### src/rtl/conv_row_scheduler.sv
// Row/channel-group scheduler for a convolution engine: walks output rows and
// columns for each channel group, gating FIFO reads on fill level and PE readiness.
module conv_row_scheduler #(
    parameter int INPUT_ROW_WIDTH      = 6,
    parameter int INPUT_COL_WIDTH      = 6,
    parameter int OUTPUT_CHANNEL_WIDTH = 8,
    parameter int TOTAL_ELEMENT_WIDTH  = 5,
    parameter int FILL_THRESHOLD       = 9,
    parameter int CH_PER_GROUP         = 4
) (
    input  logic                            i_clock,
    input  logic                            i_reset,
    input  logic                            i_enable,
    input  logic                            i_layer_start,
    input  logic [INPUT_ROW_WIDTH-1:0]      i_output_row,
    input  logic [INPUT_COL_WIDTH-1:0]      i_output_col,
    input  logic [OUTPUT_CHANNEL_WIDTH-1:0] i_out_ch_start,
    input  logic [OUTPUT_CHANNEL_WIDTH-1:0] i_out_ch_end,
    input  logic                            i_fifo_empty,
    input  logic [TOTAL_ELEMENT_WIDTH:0]    i_element_count,
    input  logic                            i_read_data_valid,
    input  logic                            i_reset_busy,
    input  logic                            i_pe_ready,
    output logic                            o_start_transfer_process,
    output logic                            o_renable,
    output logic                            o_pe_valid,
    output logic [INPUT_ROW_WIDTH-1:0]      o_row_count,
    output logic [INPUT_COL_WIDTH-1:0]      o_col_count,
    output logic [OUTPUT_CHANNEL_WIDTH-1:0] o_ch_group,
    output logic                            o_layer_busy,
    output logic                            o_layer_done
);

    localparam int GROUP_SHIFT = $clog2(CH_PER_GROUP);
    localparam logic [TOTAL_ELEMENT_WIDTH:0] FILL_LEVEL = (TOTAL_ELEMENT_WIDTH+1)'(FILL_THRESHOLD);

    typedef enum logic [2:0] {
        IDLE, WAIT_RB, START_ROW, FILL, STREAM, ROW_END, DONE
    } state_t;

    state_t                          state_reg, state_next;
    logic [INPUT_ROW_WIDTH-1:0]      rows_reg, rows_next;
    logic [INPUT_COL_WIDTH-1:0]      cols_reg, cols_next;
    logic [OUTPUT_CHANNEL_WIDTH-1:0] ch_start_reg, ch_start_next;
    logic [OUTPUT_CHANNEL_WIDTH-1:0] ch_end_reg, ch_end_next;
    logic [INPUT_ROW_WIDTH-1:0]      row_count_reg, row_count_next;
    logic [INPUT_COL_WIDTH-1:0]      col_count_reg, col_count_next;
    logic [OUTPUT_CHANNEL_WIDTH-1:0] ch_group_reg, ch_group_next;

    logic [OUTPUT_CHANNEL_WIDTH-1:0] ch_span;
    logic [OUTPUT_CHANNEL_WIDTH-1:0] group_last;
    logic [INPUT_ROW_WIDTH:0]        row_inc;
    logic [INPUT_COL_WIDTH:0]        col_inc;
    logic                            row_more;
    logic                            col_last;
    logic                            read_fire;

    // An inverted channel range collapses to a single group.
    assign ch_span    = ch_end_reg - ch_start_reg;
    assign group_last = (ch_end_reg < ch_start_reg) ? '0 : (ch_span >> GROUP_SHIFT);

    // Compare in one extra bit so rows/cols at full scale do not wrap.
    assign row_inc  = {1'b0, row_count_reg} + (INPUT_ROW_WIDTH+1)'(1);
    assign col_inc  = {1'b0, col_count_reg} + (INPUT_COL_WIDTH+1)'(1);
    assign row_more = row_inc < {1'b0, rows_reg};
    assign col_last = col_inc == {1'b0, cols_reg};

    assign read_fire = (state_reg == STREAM) && i_enable && !i_fifo_empty && i_pe_ready;

    always_ff @(posedge i_clock or negedge i_reset) begin
        if (!i_reset) begin
            state_reg     <= IDLE;
            rows_reg      <= '0;
            cols_reg      <= '0;
            ch_start_reg  <= '0;
            ch_end_reg    <= '0;
            row_count_reg <= '0;
            col_count_reg <= '0;
            ch_group_reg  <= '0;
        end else begin
            state_reg     <= state_next;
            rows_reg      <= rows_next;
            cols_reg      <= cols_next;
            ch_start_reg  <= ch_start_next;
            ch_end_reg    <= ch_end_next;
            row_count_reg <= row_count_next;
            col_count_reg <= col_count_next;
            ch_group_reg  <= ch_group_next;
        end
    end

    always_comb begin
        state_next     = state_reg;
        rows_next      = rows_reg;
        cols_next      = cols_reg;
        ch_start_next  = ch_start_reg;
        ch_end_next    = ch_end_reg;
        row_count_next = row_count_reg;
        col_count_next = col_count_reg;
        ch_group_next  = ch_group_reg;

        if (i_enable) begin
            case (state_reg)
                IDLE: begin
                    if (i_layer_start) begin
                        rows_next      = i_output_row;
                        cols_next      = i_output_col;
                        ch_start_next  = i_out_ch_start;
                        ch_end_next    = i_out_ch_end;
                        row_count_next = '0;
                        col_count_next = '0;
                        ch_group_next  = '0;
                        state_next     = WAIT_RB;
                    end
                end
                WAIT_RB: begin
                    if (!i_reset_busy) begin
                        state_next = (rows_reg == '0 || cols_reg == '0) ? DONE : START_ROW;
                    end
                end
                START_ROW: state_next = FILL;
                FILL: begin
                    if (i_element_count >= FILL_LEVEL) begin
                        state_next = STREAM;
                    end
                end
                STREAM: begin
                    if (read_fire) begin
                        if (col_last) begin
                            col_count_next = '0;
                            state_next     = ROW_END;
                        end else begin
                            col_count_next = col_inc[INPUT_COL_WIDTH-1:0];
                        end
                    end
                end
                ROW_END: begin
                    if (row_more) begin
                        row_count_next = row_inc[INPUT_ROW_WIDTH-1:0];
                        state_next     = START_ROW;
                    end else begin
                        row_count_next = '0;
                        if (ch_group_reg < group_last) begin
                            ch_group_next = ch_group_reg + OUTPUT_CHANNEL_WIDTH'(1);
                            state_next    = START_ROW;
                        end else begin
                            state_next = DONE;
                        end
                    end
                end
                DONE:    state_next = IDLE;
                default: state_next = IDLE;
            endcase
        end
    end

    // Pulses are qualified by enable so a stalled state emits them exactly once.
    assign o_start_transfer_process = (state_reg == START_ROW) && i_enable;
    assign o_renable                = read_fire;
    assign o_pe_valid               = i_read_data_valid && ((state_reg == STREAM) || (state_reg == ROW_END));
    assign o_row_count              = row_count_reg;
    assign o_col_count              = col_count_reg;
    assign o_ch_group               = ch_group_reg;
    assign o_layer_busy             = (state_reg != IDLE);
    assign o_layer_done             = (state_reg == DONE) && i_enable;

endmodule
### config.mk
export PLATFORM = sky130hd
export DESIGN_NAME = conv_row_scheduler
export DESIGN_NICKNAME = d
export VERILOG_FILES = /design/src/rtl/conv_row_scheduler.sv
export SDC_FILE = /design/constraint.sdc
export NUM_CORES = 1
export LEC_CHECK = 0
export CELL_PAD_IN_SITES_DETAIL_PLACEMENT = 2
export CELL_PAD_IN_SITES_GLOBAL_PLACEMENT = 2
export CORE_ASPECT_RATIO = 1.5
export CORE_MARGIN = 4
export CORE_UTILIZATION = 27
export DETAILED_ROUTE_END_ITERATION = 12
export GPL_TIMING_DRIVEN = 0
export PLACE_DENSITY_LB_ADDON = 0.1
export SLEW_MARGIN = 20
export SYNTH_ARGS = -nofsm -noshare
export SYNTH_HDL_FRONTEND = slang
export SYNTH_SLANG_ARGS = --single-unit
### constraint.sdc
create_clock -name i_clock -period 2.78 [get_ports i_clock]
set_input_delay 0.695 -clock i_clock [delete_from_list [all_inputs] [get_ports i_clock]]
set_output_delay 0.695 -clock i_clock [all_outputs]
set_load 0.005 [all_outputs]
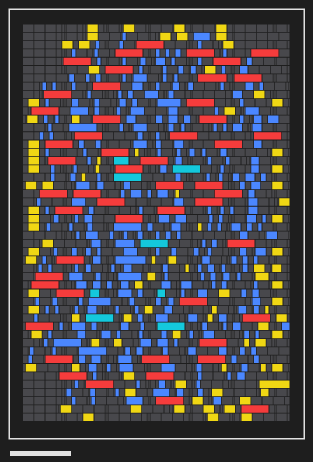
(images/cell_classes.png)
Bar = 20 um. Fill, decap, tap and diode cells in gray.
- clock drivers and dummy loads: cyan (cells 8)
- all other logic: blue (cells 309)
- other buffers and delay cells: yellow (cells 92)
- flip-flops: red (cells 51)

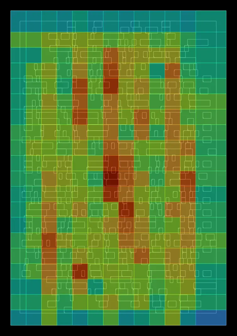
(images/final_congestion.png)
combined global-route utilization of all metal layers: 16.10%
core occupancy in the finished layout: 38.39%

==> flow_summary.rst <==
Run summary
-----------

.. list-table::
   :header-rows: 1

   * - Metric
     - Value
   * - Status
     - complete, but fails checks
   * - Failing checks
     - negative setup slack
   * - Least-Margin Pin Slew
     - 0.7726 ns
   * - Clock buffers created by TritonCTS
     - 5
   * - Setup Viol. Count Final
     - 8
   * - Setup Buffers After CTS
     - 7
   * - GR Layer Usage met1
     - 17.25%
   * - Worst Path Buf+Inv
     - 0
   * - Count of antenna diodes in the layout
     - 0
   * - Met2 Use GR
     - 31.96%
   * - Max power group
     - combinational logic
   * - Async set or reset register ratio after synthesis
     - 100.0%
   * - Reg-to-reg critical path endpoint
     - o_ch_group[0]
   * - Post-detailed-route via-to-cell ratio
     - 4.934
   * - Sum of routed wire length over all layers
     - just over 10000 um
   * - Largest incremental delay on the critical path
     - 0.42 ns
   * - # H-tree levels
     - 2
   * - M3 GR Usage
     - under 10%
   * - Crit path kind
     - flip-flop to flip-flop
   * - Root cell of the clock tree
     - clkbuf_16
   * - Critical path fanouts, max
     - 5
   * - Die area
     - about 14000 sq um
   * - Number of maximum-capacitance violations
     - 0
   * - Adder-cell share of the synthesized area
     - 7.902%
   * - MUX area fraction
     - 3.161%
   * - Core area
     - 11470 sq um
   * - Fp_density
     - between 20% and 30%
   * - Detailed-route via count
     - 3010
   * - Total stage count of the critical path
     - 13
   * - Total combinational power
     - about 0.0025 W
   * - Switching power of the nets
     - 0.001818 W
   * - CTS sink cnt
     - between 50 and 60
   * - Top cell by count, worst path
     - ha_4
   * - Required arrival time at the worst endpoint
     - 2.97 ns
   * - Largest type area fraction
     - 40.30%
   * - Post-synth cell types
     - 48
   * - Final Worst Setup Slack
     - -0.3234 ns
   * - Share of total power in the clock network
     - 15.3%
   * - Buffers added on ports
     - roughly 66
   * - Leading cell types in the layout, fill and taps excluded
     - nand2_1 (98), clkdlybuf4s50_1 (63), dfrtp_1 (50)
   * - Placer's final routability congestion estimate
     - 0.7180
   * - Arrival time of data at the critical path endpoint
     - 3.29 ns
   * - Path type of the worst min-delay path
     - primary input to asynchronous set/reset pin
   * - Simple Share, Synth
     - 25.96%
   * - Cell type with the largest total area
     - dfrtp_1
   * - Post-CTS Hold Buffers
     - 0
   * - Violation tally from detailed-route iteration zero
     - 72
   * - Clock slew seen by the registers of the worst setup and hold paths
     - approximately 0.080 ns
   * - Syn Std Cell Area
     - ~3200 sq um
   * - Post-route met1 wirelength
     - 3929 um
   * - Internal power
     - 0.002501 W
   * - Kind of start point of the critical path
     - flip-flop
   * - Die boundary width
     - 96.43 um
   * - Power per cell area
     - just under 1000 nW/um^2
   * - Slew headroom
     - 48.18%
   * - Cell types occupying the most area after synthesis
     - dfrtp_1 (40%), nand2_1 (12%), ha_1 (7.9%)
   * - Wire length of the first global-routing pass
     - 16910 um
   * - R2R Setup Slk
     - -0.32 ns
   * - Flip-flop and latch count after synthesis
     - 51
   * - Depth of the most critical reg-to-reg path
     - 13
   * - Crit path max-delay cell type
     - a2111oi_4
   * - Hold Violations, Final
     - 0
   * - Leakage Power
     - a little under 2 nW
   * - Max Freq
     - around 0.32 GHz
   * - Tool warning count
     - 29
   * - Wire length on met3
     - 316 um
   * - Gate power share
     - 56.9%
   * - Largest family of logic cells by area
     - simple AND/OR/NAND/NOR gates
   * - Global route overflow
     - 0
   * - Number of rows in the core area
     - 48
   * - Remaining antenna violation count
     - 0
   * - Max-slew violation count
     - 0
   * - Flop pwr share
     - about 28%
   * - Cells resized by post-CTS repair
     - 13
   * - Final design area excluding fillers
     - about 4400 sq um
   * - Placed standard-cell area
     - 4085 sq um
   * - Critical path destination
     - o_ch_group[0]
   * - Met2 wirelength from detailed routing
     - 6027 um
-- cell type report --
| type | instances | area [sq um] | share of cell area, % |
|---|---|---|---|
| buffer | 14 | 58.81 | 1.335 |
| clock buffer | 6 | 138.9 | 3.153 |
| clock inverter | 2 | 16.27 | 0.3693 |
| inverter | 17 | 63.81 | 1.449 |
| multi-input combinational | 292 | 1892 | 42.95 |
| sequential | 51 | 1277 | 29.01 |
| tap | 150 | 187.7 | 4.261 |
| timing repair buffer | 78 | 769.5 | 17.47 |
-- metrics by stage --
stage	hold WS, ns	cells	setup WS, ns
after global routing	0.3912	610	-0.4513
after floorplan	0.3994	374	-0.1476
after CTS	0.3757	606	-0.4039
after global placement	0.4563	590	-0.7893
final	0.3470	610	-0.3234
after detailed placement	0.4572	591	-0.5618
No activity file was given, so power comes from the tool's default toggle rates.
